File: src/rtl/bpm_window_ctrl.sv
// bpm_window_ctrl: debounced beat counter over a timed window, scaled to beats per minute
module bpm_window_ctrl #(
  parameter int CLK_HZ       = 100_000_000,
  parameter int WINDOW_S     = 15,
  parameter int BPM_MULT     = 60 / WINDOW_S,
  parameter int DEBOUNCE_CYC = 1_000_000
) (
  input  logic       C_100Mhz,
  input  logic       reset,
  input  logic       start,
  input  logic       stop,
  input  logic       continuous,
  input  logic       pulse_in,
  output logic       beat,
  output logic       sec_tick,
  output logic [5:0] secs_left,
  output logic       busy,
  output logic [7:0] bpm,
  output logic       bpm_valid,
  output logic       sat
);
  localparam int PW = $clog2(CLK_HZ + 1);
  localparam int DW = $clog2(DEBOUNCE_CYC + 1);
  localparam logic [PW-1:0] P_TC   = PW'(CLK_HZ - 1);
  localparam logic [DW-1:0] D_TC   = DW'(DEBOUNCE_CYC - 1);
  localparam logic [5:0]    P_WIN  = 6'(WINDOW_S);
  localparam logic [15:0]   P_MULT = 16'(BPM_MULT);
  typedef enum logic [1:0] {IDLE, MEASURE, DONE} state_t;
  state_t          r_state;
  logic            r_s1, r_s2, r_filt;
  logic [DW-1:0]   r_db;
  logic [PW-1:0]   r_presc;
  logic [7:0]      r_cnt;
  logic [7:0]      w_cnt_nxt;
  logic [15:0]     w_prod;
  logic [PW-1:0]   w_presc_nxt;
  logic            w_wrap, w_arm, w_dif;
  assign w_dif       = r_s2 != r_filt;
  assign w_cnt_nxt   = (beat && r_cnt != 8'hff) ? r_cnt + 8'd1 : r_cnt;
  assign w_prod      = {8'd0, w_cnt_nxt} * P_MULT;
  assign w_wrap      = r_presc == P_TC;
  assign w_presc_nxt = w_wrap ? '0 : r_presc + 1'b1;
  assign w_arm       = !stop && ((r_state == IDLE && start) || (r_state == DONE && continuous));
  // Synchronize the sensor, accept a new level only after it holds for the debounce time, flag rising edges
  always_ff @(posedge C_100Mhz or posedge reset) begin
    if (reset) begin
      r_s1   <= 1'b0;
      r_s2   <= 1'b0;
      r_filt <= 1'b0;
      r_db   <= '0;
      beat   <= 1'b0;
    end else begin
      r_s1   <= pulse_in;
      r_s2   <= r_s1;
      r_db   <= (w_dif && r_db != D_TC) ? r_db + 1'b1 : '0;
      r_filt <= (w_dif && r_db == D_TC) ? r_s2 : r_filt;
      beat   <= w_dif && r_s2 && r_db == D_TC;
    end
  end
  // Window sequencer: arm, count seconds and beats, then publish the scaled result for one cycle
  always_ff @(posedge C_100Mhz or posedge reset) begin
    if (reset) begin
      r_state   <= IDLE;
      r_presc   <= '0;
      r_cnt     <= '0;
      sec_tick  <= 1'b0;
      secs_left <= '0;
      busy      <= 1'b0;
      bpm       <= '0;
      bpm_valid <= 1'b0;
      sat       <= 1'b0;
    end else begin
      bpm_valid <= 1'b0;
      if (w_arm) begin
        r_state   <= MEASURE;
        r_presc   <= '0;
        r_cnt     <= '0;
        busy      <= 1'b1;
        secs_left <= P_WIN;
        sec_tick  <= P_TC == '0;
      end else if (r_state == MEASURE && !stop && !(w_wrap && secs_left == 6'd1)) begin
        r_presc   <= w_presc_nxt;
        r_cnt     <= w_cnt_nxt;
        sec_tick  <= w_presc_nxt == P_TC;
        secs_left <= w_wrap ? secs_left - 6'd1 : secs_left;
      end else begin
        r_state   <= (r_state == MEASURE && !stop) ? DONE : IDLE;
        r_presc   <= '0;
        r_cnt     <= w_cnt_nxt;
        busy      <= 1'b0;
        sec_tick  <= 1'b0;
        secs_left <= '0;
        bpm       <= (r_state == MEASURE && !stop) ? ((w_prod > 16'd255) ? 8'hff : w_prod[7:0]) : bpm;
        sat       <= (r_state == MEASURE && !stop) ? (w_prod > 16'd255) : sat;
        bpm_valid <= r_state == MEASURE && !stop;
      end
    end
  end
endmodule

File: config.mk
export PLATFORM = sky130hd
export DESIGN_NAME = bpm_window_ctrl
export DESIGN_NICKNAME = d
export VERILOG_FILES = /design/src/rtl/bpm_window_ctrl.sv
export SDC_FILE = /design/constraint.sdc
export NUM_CORES = 1
export LEC_CHECK = 0
export ABC_AREA = 1
export CORE_MARGIN = 2
export CORE_UTILIZATION = 30
export CTS_CLUSTER_DIAMETER = 150
export DETAILED_ROUTE_END_ITERATION = 7
export PLACE_DENSITY = 0.45
export SLEW_MARGIN = 20
export SYNTH_ARGS = -nofsm -noshare
export SYNTH_HDL_FRONTEND = slang
export SYNTH_SLANG_ARGS = --single-unit
File: constraint.sdc
create_clock -name C_100Mhz -period 6.6 [get_ports C_100Mhz]
set_input_delay 1.32 -clock C_100Mhz [delete_from_list [all_inputs] [get_ports C_100Mhz]]
set_output_delay 1.32 -clock C_100Mhz [all_outputs]
set_load 0.05 [all_outputs]
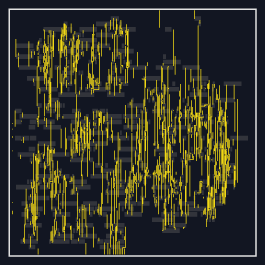
Run 1: metal 2
Drawn at 2 px/um.
longest straight run	41.8 um
nets with wire on the layer	490
main direction	vertical
total number of vias: 3631
final WL: 10500 um

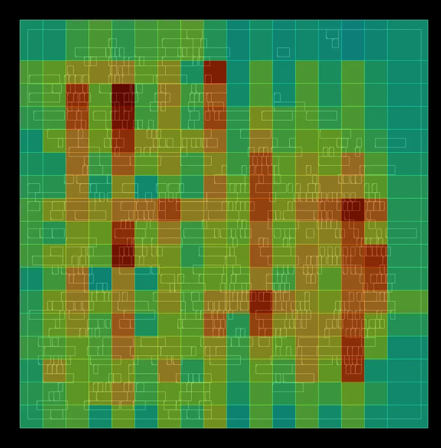
Run 1: congestion heat map
GRT Resource Usage Total: 0.158
Final Core Density: 0.358
most crowded layer after global routing: met2

==> impl_results.rst, run 1 <==
Synthesis and place-and-route
=============================

.. list-table::
   :header-rows: 1

   * - Metric
     - Value
   * - Ys flops
     - 76
   * - Yosys cell types
     - 37
   * - Worst endpoint required time
     - 5.28 ns
   * - Clock tree cell share of total cell area
     - 0.0597
   * - Basic Gates by Area
     - 0.356
   * - Antenna-violating nets left
     - 0
   * - Count leader, synth
     - sky130_fd_sc_hd__nand2_1
   * - Routed length per instance
     - between 10 and 15 um
   * - Most used flip-flop cell
     - sky130_fd_sc_hd__dfrtp_1
   * - Dominant kind of combinational cell
     - simple AND/OR/NAND/NOR gates
   * - Total number of nets in the final design
     - 605
   * - Fin Setup TNS
     - 0 ns
   * - Final non-filler cell total
     - a little under 800
   * - Setup crit end kind
     - output port
   * - Area share, top type
     - 0.451
   * - Number of cells in Yosys stat
     - around 560
   * - Adder-cell area share of the yosys netlist
     - 0.0178
   * - Count of flip-flops with a built-in enable after synthesis
     - 0
   * - Placed Cells
     - approximately 760
   * - CTS H-tree lvls
     - 3
   * - Height of the chip
     - between 100 and 150 um
   * - Post-synth top area cell
     - sky130_fd_sc_hd__dfrtp_1
   * - Worst reg2reg endpoint
     - r_state[0]
   * - Outcome
     - complete, no violations
   * - Post-detailed-route DRC marker count
     - 0
   * - Most frequent logic cell in the layout
     - sky130_fd_sc_hd__nand2_1
   * - Post-CTS setup buffer count
     - 0
   * - Source of the worst hold timing path
     - r_s1
   * - Final Worst Setup Slack
     - about 3.6 ns
   * - Number of ports placed on the die boundary
     - 25
   * - Largest delay contributor family on the critical path
     - buffers and inverters
   * - Top cells by area
     - sky130_fd_sc_hd__dfrtp_1 45%, sky130_fd_sc_hd__nand2_1 12%, sky130_fd_sc_hd__nor2_1 10%, sky130_fd_sc_hd__inv_1 5.8%, sky130_fd_sc_hd__nand3_1 4.6%
   * - Number of signal-net inverters in the final layout
     - between 60 and 70
   * - Shortest clock period the worst path allows after layout
     - about 3.0 ns
   * - Clock transition at the register clock pins on the worst setup and hold paths after CTS
     - roughly 0.060 ns
   * - Count of filler cells inserted in the layout
     - 1452
   * - Std cell rows
     - between 40 and 50
   * - Number of antenna violations at the first check in global routing
     - 0
   * - Count of hold-fix buffers inserted at cts
     - 0
   * - Number of flip-flops and latches
     - between 70 and 80
   * - Compound-cell area share of the yosys netlist
     - 0.0611
   * - Pin count of the biggest net entering global routing
     - about 57
   * - WHS Endpoint
     - r_s2
   * - Setup repair after global routing missed its margin
     - no
   * - Standard cell with the maximum stage delay on the critical path
     - sky130_fd_sc_hd__clkdlybuf4s50_1
   * - Max-slew violation count
     - 0
   * - Flip-flop and latch share of the layout cell area
     - 0.384
   * - Synthesis warning total
     - 0
   * - Data arrival time of the critical path
     - around 1.6 ns
   * - Worst min-delay path class
     - reg -> reg
   * - Deepest clock path buffer count
     - 2
   * - Non-clk buf share
     - 0.0516
   * - Init Core Util
     - 0.305
   * - Logic share of the area
     - 0.408
   * - Post-layout period usage
     - 0.447
   * - Count of cells along the worst register-to-register path
     - 11
   * - First DRT Iteration DRCs
     - 192
   * - Inserted Clock Buffers
     - 9
   * - Worst Hold Margin
     - ~0.35 ns
   * - CTS root buf
     - sky130_fd_sc_hd__clkbuf_16
   * - Clock buf count
     - 12
   * - Total stage count of the critical path
     - 1
   * - Pwr/cell area
     - about 220 mW/mm2
   * - Number of combinational gates with multiple inputs
     - approximately 410
   * - Clock sink total
     - roughly 76
   * - Non-clk bufs
     - 26
   * - Area of all sequential standard cells
     - roughly 0.0019 mm2
   * - Horizontal extent of the die
     - about 120 um
   * - Standard cell core area
     - 0.0138 mm2
   * - Synthesized netlist net count
     - roughly 570
   * - Proportion of layout cells with a drive suffix above 1
     - 0.0635
   * - Area of the die
     - between 0.015 and 0.02 mm2
   * - Standard cell area after detailed placement
     - between 0.004 and 0.005 mm2
   * - MaxCap Viol Count
     - 0
   * - Slew at the pin with the worst max-slew slack
     - roughly 0.72 ns
   * - Top Layout Cells
     - 132 x sky130_fd_sc_hd__nand2_1, 112 x sky130_fd_sc_hd__nor2_1, 76 x sky130_fd_sc_hd__dfrtp_1
   * - Cells after Synth
     - about 560
   * - Crit start category
     - register
   * - Tapcells inserted
     - around 180
   * - Highest cell delay on the worst timing path
     - around 0.84 ns
   * - Via/cell ratio
     - 4.67
   * - Kind of critical path
     - reg -> out
   * - Multi-input gate area in the final layout
     - slightly above 0.002 mm2
   * - Setup crit start
     - secs_left[4]
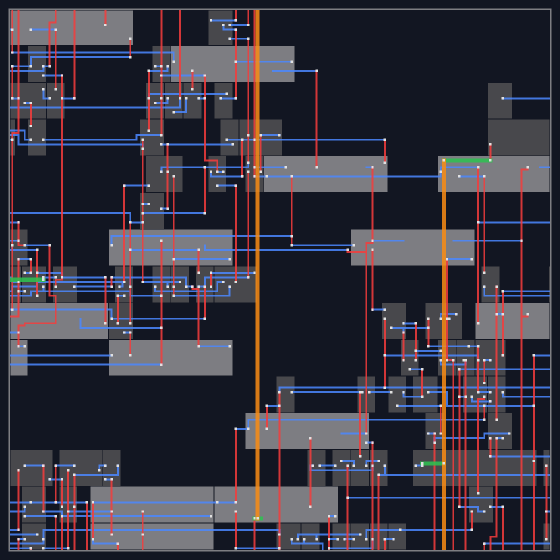
Run 1: close-up of the layout
Region (41, 66) to (81, 106) um. Cells in gray, sequential cells in the stronger gray; small squares are vias.
color	layer
orange	met4
red	met2
green	met3
blue	met1
sequential cells in the window	13
cells with their middle in the window	75
netlist names of flops here include	r_db (6), r_presc (4), secs_left (2)
most frequent	nor2_1 (17), nand2_1 (13), dfrtp_1 (13)

run 1: where the power goes:
group,switching [mW],internal (mW),leakage (nW)
clock network,0.199,0.303,0.147
logic,0.0704,0.0314,1.03
registers,0.0107,0.476,1.03
run 1: routing by layer:
metal / global-route usage / up-vias / wire, um
li1: - / 1851 / -
met1: 0.213 / 1712 / 4990
met2: 0.248 / 48 / 4870
met3: 0.0260 / 20 / 336
met4: 0.0718 / 0 / 289
met5: 0 / - / 0
run 1: flip-flops by register name, summed over array words and instances (netlist names), 2 cells and up:
signal and flops:
r_presc 27, secs_left 6, bpm 7, r_state 2
r_db 20, r_cnt 8
## Run 2: what changed since run 1
--- a/config.mk
+++ b/config.mk
@@ -10,7 +10,7 @@
 export CORE_UTILIZATION = 30
 export CTS_CLUSTER_DIAMETER = 150
 export DETAILED_ROUTE_END_ITERATION = 7
-export PLACE_DENSITY = 0.45
+export PLACE_DENSITY = 0.46
 export SLEW_MARGIN = 20
 export SYNTH_ARGS = -nofsm -noshare
 export SYNTH_HDL_FRONTEND = slang
==> constraint.sdc (replaced) <==
create_clock -name C_100Mhz -period 2.4 [get_ports C_100Mhz]
set_input_delay 0.48 -clock C_100Mhz [delete_from_list [all_inputs] [get_ports C_100Mhz]]
set_output_delay 0.48 -clock C_100Mhz [all_outputs]
set_load 0.05 [all_outputs]
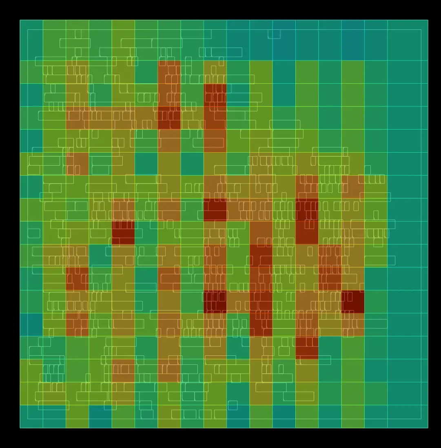
Run 2: congestion heat map
routed length per instance: 13.0 um
met1 Use GR: 0.201
met3 track utilization from global routing: 0.0279
met2 layer usage reported by global route: 0.230
Final Core Density: 0.364

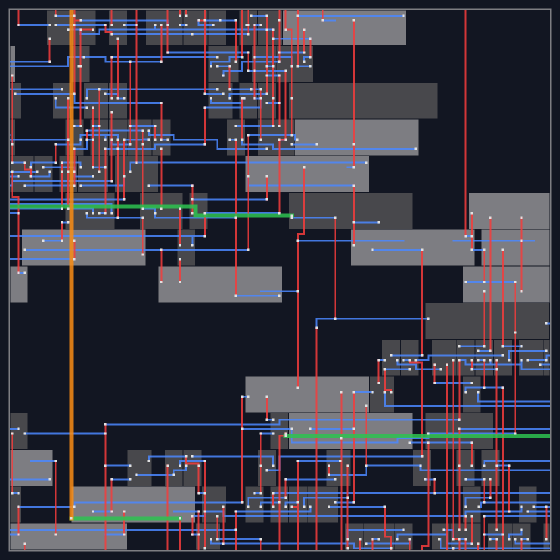
Run 2: close-up of the layout
Region (41, 66) to (81, 106) um. Cells in gray, sequential cells in the stronger gray; small squares are vias.
color	layer
green	met3
blue	met1
red	met2
orange	met4
most frequent	nand2_1 (19), nor2_1 (15), dfrtp_1 (13)
sequential cells in the window	13
cells with their middle in the window	86
netlist names of flops here include	r_presc (6), r_db (5)

==> impl_results.rst, run 2 <==
Synthesis and place-and-route
=============================

.. list-table::
   :header-rows: 1

   * - Metric
     - Value
   * - Top cells by area
     - sky130_fd_sc_hd__dfrtp_1 45%, sky130_fd_sc_hd__nand2_1 12%, sky130_fd_sc_hd__nor2_1 10%, sky130_fd_sc_hd__inv_1 5.8%, sky130_fd_sc_hd__nand3_1 4.6%
   * - Number of cells in Yosys stat
     - around 560
   * - Number of antenna violations at the first check in global routing
     - 0
   * - Number of flip-flops and latches
     - 76
   * - Met2 Routed Length
     - roughly 4700 um
   * - Ys flops
     - approximately 76
   * - Crit start category
     - register
   * - Worst endpoint required time
     - about 2.6 ns
   * - Std cell rows
     - 43
   * - Area of the die
     - between 0.015 and 0.02 mm2
   * - Outcome
     - complete, no violations
   * - Number of combinational gates with multiple inputs
     - 413
   * - Setup repair after global routing missed its margin
     - no
   * - Post-layout period usage
     - 0.907
   * - Top power consumer group
     - the clock network
   * - Non-clk bufs
     - 31
   * - DRT met1 WL
     - 5090 um
   * - Worst reg2reg endpoint
     - secs_left[0]
   * - Total number of vias
     - about 3600
   * - Worst min-delay path class
     - reg -> reg
   * - Post-synth top area cell
     - sky130_fd_sc_hd__dfrtp_1
   * - P_int
     - ~2.4 mW
   * - Most frequent logic cell in the layout
     - sky130_fd_sc_hd__nand2_1
   * - Tapcells inserted
     - 180
   * - Adder-cell area share of the yosys netlist
     - 0.0178
   * - Max FFs per register
     - 27
   * - Registers with the most flip-flops
     - r_presc: 27 flops, r_db: 20 flops, r_cnt: 8 flops
   * - Standard cell with the maximum stage delay on the critical path
     - sky130_fd_sc_hd__dfrtp_1
   * - Clock sink total
     - between 70 and 80
   * - Inserted Clock Buffers
     - 9
   * - Standard cell core area
     - 0.0138 mm2
   * - Count leader, synth
     - sky130_fd_sc_hd__nand2_1
   * - Compound-cell area share of the yosys netlist
     - 0.0611
   * - Count of hold-fix buffers inserted at cts
     - 0
   * - Flip-flop and latch share of the layout cell area
     - 0.378
   * - Via/cell ratio
     - ~4.6
   * - WHS Endpoint
     - r_s2
   * - Synthesized netlist net count
     - 574
   * - Clock transition at the register clock pins on the worst setup and hold paths after CTS
     - roughly 0.060 ns
   * - Synthesis warning total
     - 0
==> run 2: cell counts after synthesis <==
Identical to the previous run, type by type.
==> run 2: per-stage QoR <==
stage / instances / setup slack (ns) / hold slack, ns
floorplan: 562 / 0.545 / 0.331
global placement: 767 / 0.271 / 0.341
detailed placement: 767 / 0.259 / 0.346
CTS: 783 / 0.234 / 0.359
global route: 783 / 0.0452 / 0.367
finish: 783 / 0.222 / 0.353
==> run 2: logic make-up (layout without fill, tap and decap cells) <==
kind of cell / after synthesis / after routing
simple gates: 342 / 342
flops: 76 / 76
buf+inv: 73 / 114
compound gates: 44 / 44
xor+xnor: 21 / 21
fa+ha+maj: 6 / 6
Power figures rest on the tool's default switching activity, not on a simulated workload.
